**config.mk**
```make
export PLATFORM = sky130hd
export DESIGN_NAME = vend_credit_bcd
export DESIGN_NICKNAME = d
export VERILOG_FILES = /design/src/rtl/vend_credit_bcd.sv
export SDC_FILE = /design/constraint.sdc
export NUM_CORES = 1
export LEC_CHECK = 0
export ABC_AREA = 1
export CAP_MARGIN = 20
export CORE_MARGIN = 2
export CORE_UTILIZATION = 33
export DETAILED_ROUTE_END_ITERATION = 12
export MAX_ROUTING_LAYER = met4
export SYNTH_ARGS = -nofsm -noshare
export SYNTH_HDL_FRONTEND = slang
export SYNTH_SLANG_ARGS = --single-unit
```
**constraint.sdc**
```tcl
create_clock -name CLK -period 6.8 [get_ports CLK]
set_input_delay 1.02 -clock CLK [delete_from_list [all_inputs] [get_ports CLK]]
set_output_delay 1.02 -clock CLK [all_outputs]
set_load 0.005 [all_outputs]
```
**src/rtl/vend_credit_bcd.sv**
```systemverilog
// vend_credit_bcd -- BCD credit accumulator for the vending machine.
//
// Coin inserts add a fixed BCD denomination, a vend subtracts the price and a
// refund returns the whole credit as change. Add/subtract run one BCD digit
// per clock (LSB first) into a scratch register. The committed credit only
// changes on the COMMIT edge, and only if the final carry/borrow is clear.
//
// Ports:
//   CLK, RSTn          clock (rising edge), asynchronous active-low reset
//   coin_i[2:0]        one-cycle coin insert flags, bit n selects COINn_BCD
//   vend_req           one-cycle purchase request
//   refund_req         one-cycle change-return request
//   busy               high while an add/sub is in flight
//   credit_bcd         committed credit
//   Number_Sig         display snapshot, refreshed at commit or refund
//   vend_ok/vend_deny  purchase result pulses
//   coin_reject        coin would overflow DIGITS, credit unchanged
//   change_valid       qualifies change_bcd (which holds until next refund)
//   evt_drop           one or more request bits were discarded
module vend_credit_bcd #(
  parameter int                DIGITS    = 6,
  parameter logic [4*DIGITS-1:0] COIN0_BCD = 'h50,
  parameter logic [4*DIGITS-1:0] COIN1_BCD = 'h100,
  parameter logic [4*DIGITS-1:0] COIN2_BCD = 'h500,
  parameter logic [4*DIGITS-1:0] PRICE_BCD = 'h300
) (
  input  logic                CLK,
  input  logic                RSTn,
  input  logic [2:0]          coin_i,
  input  logic                vend_req,
  input  logic                refund_req,
  output logic                busy,
  output logic [4*DIGITS-1:0] credit_bcd,
  output logic [4*DIGITS-1:0] Number_Sig,
  output logic                vend_ok,
  output logic                vend_deny,
  output logic                coin_reject,
  output logic                change_valid,
  output logic [4*DIGITS-1:0] change_bcd,
  output logic                evt_drop
);

  localparam int W  = 4 * DIGITS;
  localparam int CW = $clog2(DIGITS);
  localparam logic [CW-1:0] LAST_DIG = CW'(DIGITS - 1);

  typedef enum logic [1:0] {IDLE, CALC, COMMIT} state_t;

  state_t        state, state_nxt;
  logic [W-1:0]  a_sh;       // credit copy, shifted right one digit per CALC edge
  logic [W-1:0]  b_sh;       // operand, shifted alongside a_sh
  logic [W-1:0]  scratch;    // result digits shift in from the top
  logic          op_sub;
  logic          carry;      // carry for add, borrow for sub
  logic [CW-1:0] dig_idx;

  logic [4:0]    req_vec;
  logic          multi_req;
  logic          accept_refund;
  logic          accept_op;
  logic          op_sub_nxt;
  logic [W-1:0]  operand_nxt;
  logic          drop_nxt;
  logic [4:0]    dig_res;    // {carry_out, digit}

  // One BCD digit of a + b + c; returns {carry_out, digit}.
  function automatic logic [4:0] bcd_add_digit(input logic [3:0] a,
                                               input logic [3:0] b,
                                               input logic       c);
    logic [4:0] s;
    s = {1'b0, a} + {1'b0, b} + {4'b0000, c};
    if (s > 5'd9) return {1'b1, 4'(s - 5'd10)};
    return {1'b0, s[3:0]};
  endfunction

  // One BCD digit of a - b - c; returns {borrow_out, digit}.
  function automatic logic [4:0] bcd_sub_digit(input logic [3:0] a,
                                               input logic [3:0] b,
                                               input logic       c);
    logic signed [5:0] d;
    d = $signed({2'b00, a}) - $signed({2'b00, b}) - $signed({5'b00000, c});
    if (d < 0) begin
      d = d + 6'sd10;
      return {1'b1, d[3:0]};
    end
    return {1'b0, d[3:0]};
  endfunction

  assign req_vec   = {refund_req, vend_req, coin_i};
  // More than one bit set: clearing the lowest set bit leaves something.
  assign multi_req = (req_vec & (req_vec - 5'd1)) != 5'd0;

  assign dig_res = op_sub ? bcd_sub_digit(a_sh[3:0], b_sh[3:0], carry)
                          : bcd_add_digit(a_sh[3:0], b_sh[3:0], carry);

  always_ff @(posedge CLK or negedge RSTn) begin
    if (!RSTn) state <= IDLE;
    else       state <= state_nxt;
  end

  always_comb begin
    state_nxt     = state;
    accept_refund = 1'b0;
    accept_op     = 1'b0;
    op_sub_nxt    = 1'b0;
    operand_nxt   = '0;
    drop_nxt      = 1'b0;
    case (state)
      IDLE: begin
        drop_nxt = multi_req;
        if (refund_req) begin
          accept_refund = 1'b1;
        end else if (vend_req) begin
          accept_op   = 1'b1;
          op_sub_nxt  = 1'b1;
          operand_nxt = PRICE_BCD;
        end else if (coin_i[2]) begin
          accept_op   = 1'b1;
          operand_nxt = COIN2_BCD;
        end else if (coin_i[1]) begin
          accept_op   = 1'b1;
          operand_nxt = COIN1_BCD;
        end else if (coin_i[0]) begin
          accept_op   = 1'b1;
          operand_nxt = COIN0_BCD;
        end
        if (accept_op) state_nxt = CALC;
      end
      CALC: begin
        drop_nxt = |req_vec;
        if (dig_idx == LAST_DIG) state_nxt = COMMIT;
      end
      COMMIT: begin
        drop_nxt  = |req_vec;
        state_nxt = IDLE;
      end
      default: state_nxt = IDLE;
    endcase
  end

  always_ff @(posedge CLK or negedge RSTn) begin
    if (!RSTn) begin
      busy         <= 1'b0;
      credit_bcd   <= '0;
      Number_Sig   <= '0;
      vend_ok      <= 1'b0;
      vend_deny    <= 1'b0;
      coin_reject  <= 1'b0;
      change_valid <= 1'b0;
      change_bcd   <= '0;
      evt_drop     <= 1'b0;
      a_sh         <= '0;
      b_sh         <= '0;
      scratch      <= '0;
      op_sub       <= 1'b0;
      carry        <= 1'b0;
      dig_idx      <= '0;
    end else begin
      vend_ok      <= 1'b0;
      vend_deny    <= 1'b0;
      coin_reject  <= 1'b0;
      change_valid <= 1'b0;
      evt_drop     <= drop_nxt;
      case (state)
        // Accept: refund completes here, coin/vend latch their operands
        IDLE: begin
          if (accept_refund) begin
            change_bcd   <= credit_bcd;
            change_valid <= 1'b1;
            credit_bcd   <= '0;
            Number_Sig   <= '0;
          end else if (accept_op) begin
            a_sh    <= credit_bcd;
            b_sh    <= operand_nxt;
            op_sub  <= op_sub_nxt;
            carry   <= 1'b0;
            dig_idx <= '0;
            busy    <= 1'b1;
          end
        end
        // Digit-serial add/sub, LSB first
        CALC: begin
          a_sh    <= a_sh >> 4;
          b_sh    <= b_sh >> 4;
          scratch <= {dig_res[3:0], scratch[W-1:4]};
          carry   <= dig_res[4];
          dig_idx <= dig_idx + CW'(1);
        end
        // Commit: a final carry means overflow, a final borrow means too little credit
        COMMIT: begin
          busy <= 1'b0;
          if (carry) begin
            Number_Sig  <= credit_bcd;
            vend_deny   <= op_sub;
            coin_reject <= !op_sub;
          end else begin
            credit_bcd <= scratch;
            Number_Sig <= scratch;
            vend_ok    <= op_sub;
          end
        end
        default: ;
      endcase
    end
  end

endmodule

```
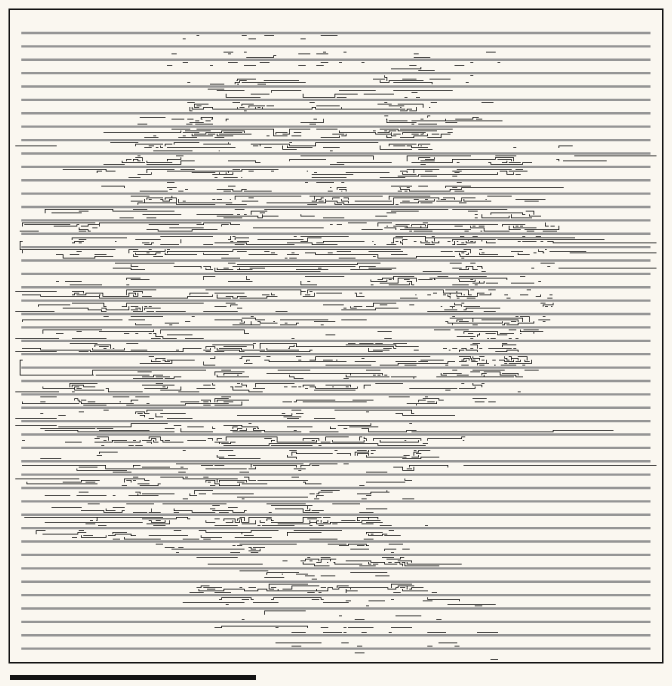
*Metal 1, run 1*
The bar under the picture is 50 um long. Supply wires on this layer in grey.
longest straight run: 39.1 um
nets with wire on the layer: 628
main direction: horizontal
met1 routing resource usage after global routing: 0.202
total routed wirelength: 12.9 mm
number of vias after detailed routing: 4,216

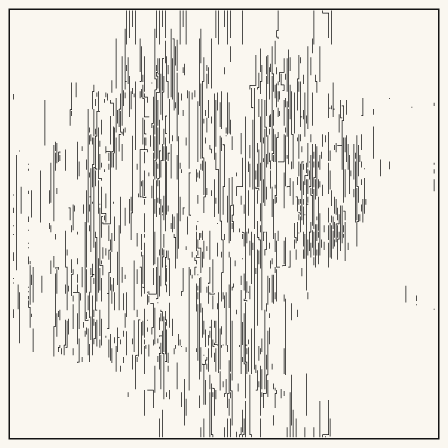
*Met2 routing, run 1*
wire length on this layer: 6,360 um
nets with wire on the layer: 570
longest straight run: 65.3 um
met2 Resource Use GR: 0.255

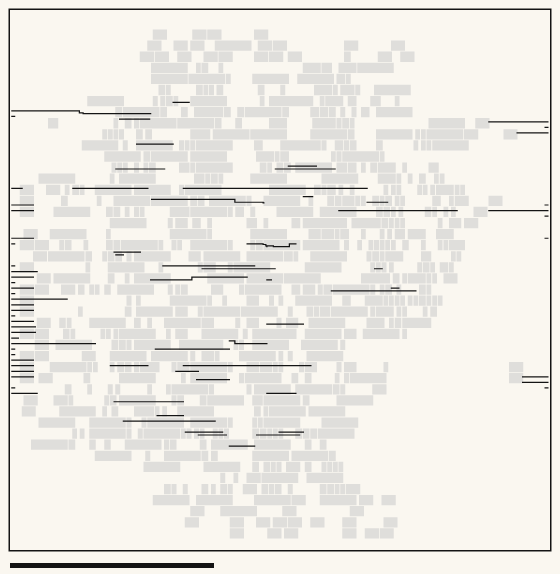
*Metal 3, run 1*
The bar under the picture is 50 um long.
wire length on this layer: 696 um
longest straight run: 45.1 um
main direction: horizontal
share of all routed wire: 5.4%
nets with wire on the layer: 57
met3 track utilization from global routing: 0.0395

==> results.toml, run 1 <==
# implementation run metrics
[run_status]
outcome = "complete, no violations"

[pwr]
clock_power_share = 0.283
power_in_the_clock_group_mw = 0.946
sw_frac_of_total = 0.367
switchingPower_mw = 1.23
vdd_ir_drop_max_uv = 191

[routing]
drt-pass1-iter-count = 4
routedWlPerCell_um = 14.4
detail_route.drc_violations = 0

[global_routing]
grt_pass1_wl_mm = 21.6
antenna_violations_before_repair = 0
grt_pass1_vias = 4230
grt_usage = 0.158

[job]
timing.max_cap.violations = 0

[yosys]
synth.mux.area_fraction = 0
syn-mean-instance-area_sq_um = 8.98
synthTopLogicFamily = "simple AND/OR/NAND/NOR gates"
synth.top_cells.by_area = "sky130_fd_sc_hd__dfrtp_1 (54%), sky130_fd_sc_hd__nand2_1 (11%), sky130_fd_sc_hd__inv_1 (5.9%)"
synth-adder-area-share = 0.0455
synth_sequential_area_ratio = 0.542

[clock_network]
cts.repair_timing.setup_buffer_count = 0

[placement]
dpl.cell_count = 862
dp_hpwl_mm = 8.82
detailed_place.area_sq_um = 6300

[worst_setup_path]
crit_path_max_incr_delay_ns = 0.57
r2r_cells = 15
worstPathArrival_ns = 3.06
timing.critical_path.slowest_stage_cell = "sky130_fd_sc_hd__clkdlybuf4s50_1"
critPathKind = "in2reg"
timing.rr.end = "scratch[22]"
startpoint_class = "primary input"
timing.critical_path.buf_inv = 2

[sta]
slew_violations = 0
hold_slack_ns = 0.480
final_min_period_over_clock_period = 0.412
finalWorstPathRequiredPeriod_ns = 2.80
final_hold_viol_count = 0

[layout]
layout.area.seq_sq_um = 2950
num-fill-cells = 1583
finalNonFillerCells = 894
finalNetCount = 691

[die]
rows = 46
die_width_um = 133
run 1: worst max path at each step:
stage | end | startpoint
2_1_floorplan | scratch[21] | carry
5_1_grt | Number_Sig[4] | refund_req
4_1_cts | Number_Sig[2] | refund_req
6_report | a_sh[1] | vend_req
3_3_place_gp | Number_Sig[17] | refund_req
3_5_place_dp | Number_Sig[2] | refund_req
run 1: sequential cells by signal, summed over array words and instances, names as in the netlist, 2 cells and up:
name        flops
scratch        24
change_bcd     24
b_sh            9
a_sh           24
state           2
dig_idx         3
Number_Sig     24
run 1: layout make-up:
type / instances / share of cell area
flip-flops and latches: 118 / 0.424
repair buffers: 90 / 0.132
well taps: 216 / 0.0388
clock buffers: 22 / 0.0696
inverters: 88 / 0.0475
clock inverters: 9 / 0.0212
multi-input cells: 351 / 0.267
--- run 2 (diff from run 1) ---
clock period = 2.75 ns   (was 6.8 ns; I/O delays follow)
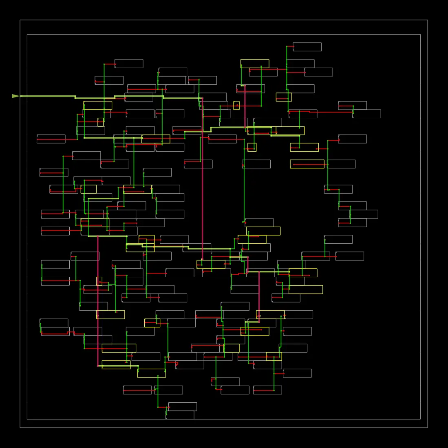
*Clock routing, run 2*
number of CTS-inserted buffers: 17
insertion delay to the later sink of the worst-skew pair: 0.42 ns
power in the clock group: 2.39 mW
clock skew: 0.0156 ns
number of clock buffer instances in the layout: 23

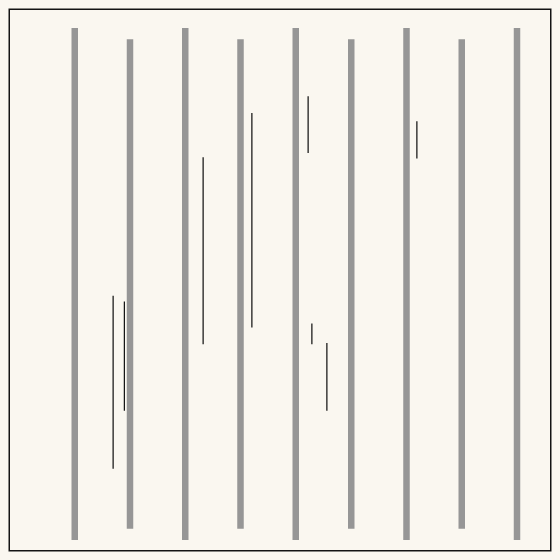
*The metal 4 layer, run 2*
Supply wires on this layer in grey.
wire length on this layer: 210 um
main direction: vertical
total routed wirelength: 13.1 mm
number of vias after detailed routing: 4,218

==> run 2 against run 1 <==
First-iteration DRC count is 17% lower. Area after synthesis unchanged. Die size is the same. Global-route usage rose by 0.47 points. Cell area is 0.59% higher. Utilization rose by 0.26 points. Sequential power is 150% higher. Power rose to 2.5 times the previous value. Non-clock buffer count increased by 4. Sequential share of layout area fell by 0.25 points. Clock-buffer cell count increased by 1. Combinational power grew to 2.5 times the previous value. Critical path type is now reg2reg.
==> results.toml, run 2 <==
# implementation run metrics
[global_routing]
use_met3 = 0.0341
use_met1 = 0.205
antenna_violations_before_repair = 0
grt_pass1_wl_mm = 22.0
grt_usage = 0.163

[pwr]
vdd_ir_drop_max_uv = 475
switchingPower_mw = 3.09
sw_frac_of_total = 0.368
clock_power_share = 0.285

[yosys]
synth.top_cells.by_area = "sky130_fd_sc_hd__dfrtp_1 (54%), sky130_fd_sc_hd__nand2_1 (11%), sky130_fd_sc_hd__inv_1 (5.9%)"
synth_sequential_area_ratio = 0.542
syn-mean-instance-area_sq_um = 8.98

[clock_network]
cts.repair_timing.setup_buffer_count = 0
cts-root-buf = "sky130_fd_sc_hd__clkbuf_16"

[worst_setup_path]
critPathKind = "reg2reg"
timing.critical_path.buf_inv = 4
crit_start = "carry"
worstPathArrival_ns = 2.86
r2r_cells = 15
timing.critical_path.slowest_stage_cell = "sky130_fd_sc_hd__dfrtp_1"

[run_status]
outcome = "complete, no violations"

[layout]
num-nonclk-buffers = 94
fin_util = 0.437
comb-cell-share = 0.265
number_of_non_clock_inverters_in_the_layout = 88
top_area_cell_class = "sequential cells"
num-fill-cells = 1576
finalNetCount = 695
mostFrequentLayoutCell = "sky130_fd_sc_hd__nand2_1"
signal_buffer_area_fraction = 0.134
n_diodes = 0
clock_area_frac = 0.0930
multi_input_combinational_cell_count = 351
layout.sequential_cells = 118
layout.area.seq_sq_um = 2950

[placement]
detailed_place.area_sq_um = 6350
place.port_buffers = 84

[sta]
final_hold_viol_count = 0
hold_slack_ns = 0.00411
slew_violations = 0
finalWorstPathRequiredPeriod_ns = 2.55
final_min_period_over_clock_period = 0.927

[job]
timing.max_cap.violations = 0

[routing]
drt-pass1-iter-count = 4
detail_route.drc_violations = 0

[die]
rows = 46
well_tap_count = 216
[run 2: worst max-delay path by stage]
stage,end,slack [ns],depth (start not counted)
finish,scratch[22],0.20,15
global route,scratch[21],0.02,15
CTS,scratch[22],0.22,15
detailed placement,scratch[22],0.23,15
global placement,scratch[21],0.33,15
floorplan,scratch[21],0.52,15
[run 2: cell families (layout without fill, tap and decap cells)]
group / count (synthesis) / in the layout / share of synthesized area
AND-OR/OR-AND: 106 / 106 / 0.119
adder cells (fa/ha/maj): 18 / 18 / 0.0455
XOR/XNOR: 1 / 1 / 0.00161
flip-flops: 118 / 118 / 0.542
buffers and inverters: 138 / 213 / 0.119
AND/OR/NAND/NOR: 226 / 226 / 0.173
--- run 3 (diff from run 2) ---
GPL_TIMING_DRIVEN = 0   (was not set)
HOLD_SLACK_MARGIN = 0.03   (was not set)
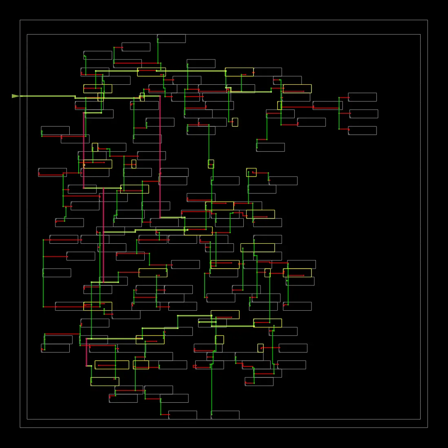
*Clock routing, run 3*
number of clock buffer instances in the layout: 21
clock skew: 0.0141 ns
clock sink total: 118
layout sequential cell count: 118
power in the clock group: 2.09 mW

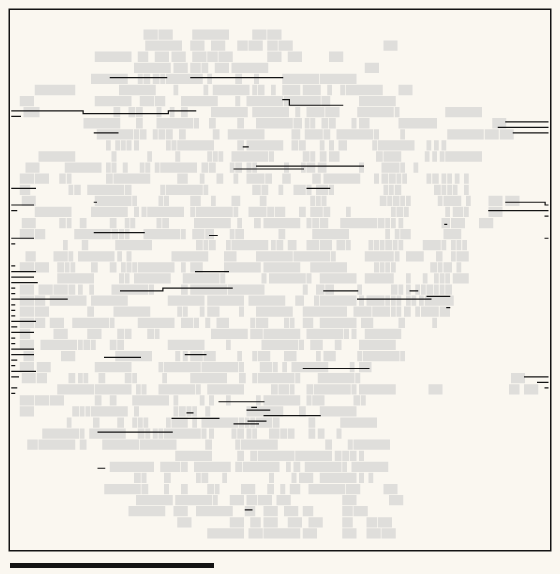
*Metal 3, run 3*
The bar under the picture is 50 um long.
wire length on this layer: 503 um
nets with wire on the layer: 56
met3 track utilization from global routing: 0.0398
number of vias after detailed routing: 4,424

==> run 3 against run 2 <==
Sequential power hardly changed. Critical path depth stayed put. Power is 1.5% lower. Clock skew is 0.0015 ns lower. Flip-flop count stayed put. Synthesized cell count stayed put. Non-clock buffer count is 42 higher. Setup slack worse by 0.017 ns. Sequential share of layout area is 0.93 points lower. First-iteration DRC count is 13% lower. Critical path type unchanged. Largest cell class unchanged.
==> results.toml, run 3 <==
# implementation run metrics
[layout]
layout-area-overhead-vs-synth_pct = 31.3
finalNetCount = 737
number_of_non_clock_inverters_in_the_layout = 88
multi_input_combinational_cell_count = 351
top_area_cell_class = "sequential cells"
layout.area.seq_sq_um = 2950
n_diodes = 0
final_layout_size_suffix_gt1_frac = 0.117
num-nonclk-buffers = 136
mostFrequentLayoutCell = "sky130_fd_sc_hd__nand2_1"
num-fill-cells = 1566
clock_area_frac = 0.0778
comb-cell-share = 0.258

[routing]
detail_route.drc_violations = 0
initialDrtViolationCount = 273
drt-pass1-iter-count = 4
wl_mm = 13.9

[worst_setup_path]
worstPathArrival_ns = 2.87
register_to_register_setup_slack_ns = 0.18
endpoint = "scratch[22]"
critPathKind = "reg2reg"
r2r_cells = 15
timing.critical_path.buf_inv = 4
timing.critical_path.slowest_stage_cell = "sky130_fd_sc_hd__fa_1"
worstSetupPathDepth = 15

[clock_network]
cts.repair_timing.setup_buffer_count = 0
cts-buffers-inserted = 17
cts-root-buf = "sky130_fd_sc_hd__clkbuf_16"
clock.latency.late_pin_ns = 0.42

[sta]
slew_violations = 0
finalWorstPathRequiredPeriod_ns = 2.57
final_hold_viol_count = 0
final_min_period_over_clock_period = 0.933
hold_slack_ns = 0.433

[pwr]
clock_power_share = 0.253
vdd_ir_drop_max_uv = 363
sw_frac_of_total = 0.380
switchingPower_mw = 3.14

[global_routing]
grt_pass1_wl_mm = 22.9
use_met1 = 0.208
antenna_violations_before_repair = 0
grt_usage = 0.171

[job]
timing.max_cap.violations = 0

[yosys]
syn-mean-instance-area_sq_um = 8.98
synth_sequential_area_ratio = 0.542
synth.top_cells.by_area = "sky130_fd_sc_hd__dfrtp_1 (54%), sky130_fd_sc_hd__nand2_1 (11%), sky130_fd_sc_hd__inv_1 (5.9%)"

[run_status]
outcome = "complete, no violations"

[die]
well_tap_count = 216
rows = 46

[placement]
detailed_place.area_sq_um = 6590
==> run 3: cell counts after synthesis <==
No cell type changed its count.
==> run 3: logic make-up (layout without fill, tap and decap cells) <==
kind of cell               after synthesis  after routing  share of synthesized area
and+or+nand+nor                        226            226                      0.173
buffers and inverters                  138            255                      0.119
DFF                                    118            118                      0.542
AOI/OAI and AO/OA                      106            106                      0.119
adders and majority gates               18             18                     0.0455
xor gates and xnor gates                 1              1                    0.00161
==> run 3: stage by stage <==
step	util	total power, mW	setup TNS (ns)	instances
after floorplan	-	4.80	0	607
after global placement	0.410	6.08	-383.52	907
after detailed placement	0.412	6.20	0	908
after CTS	0.447	8.33	0	940
after global routing	0.447	8.91	0	940
final	0.447	8.27	0	940
Power figures rest on the tool's default switching activity, not on a simulated workload.
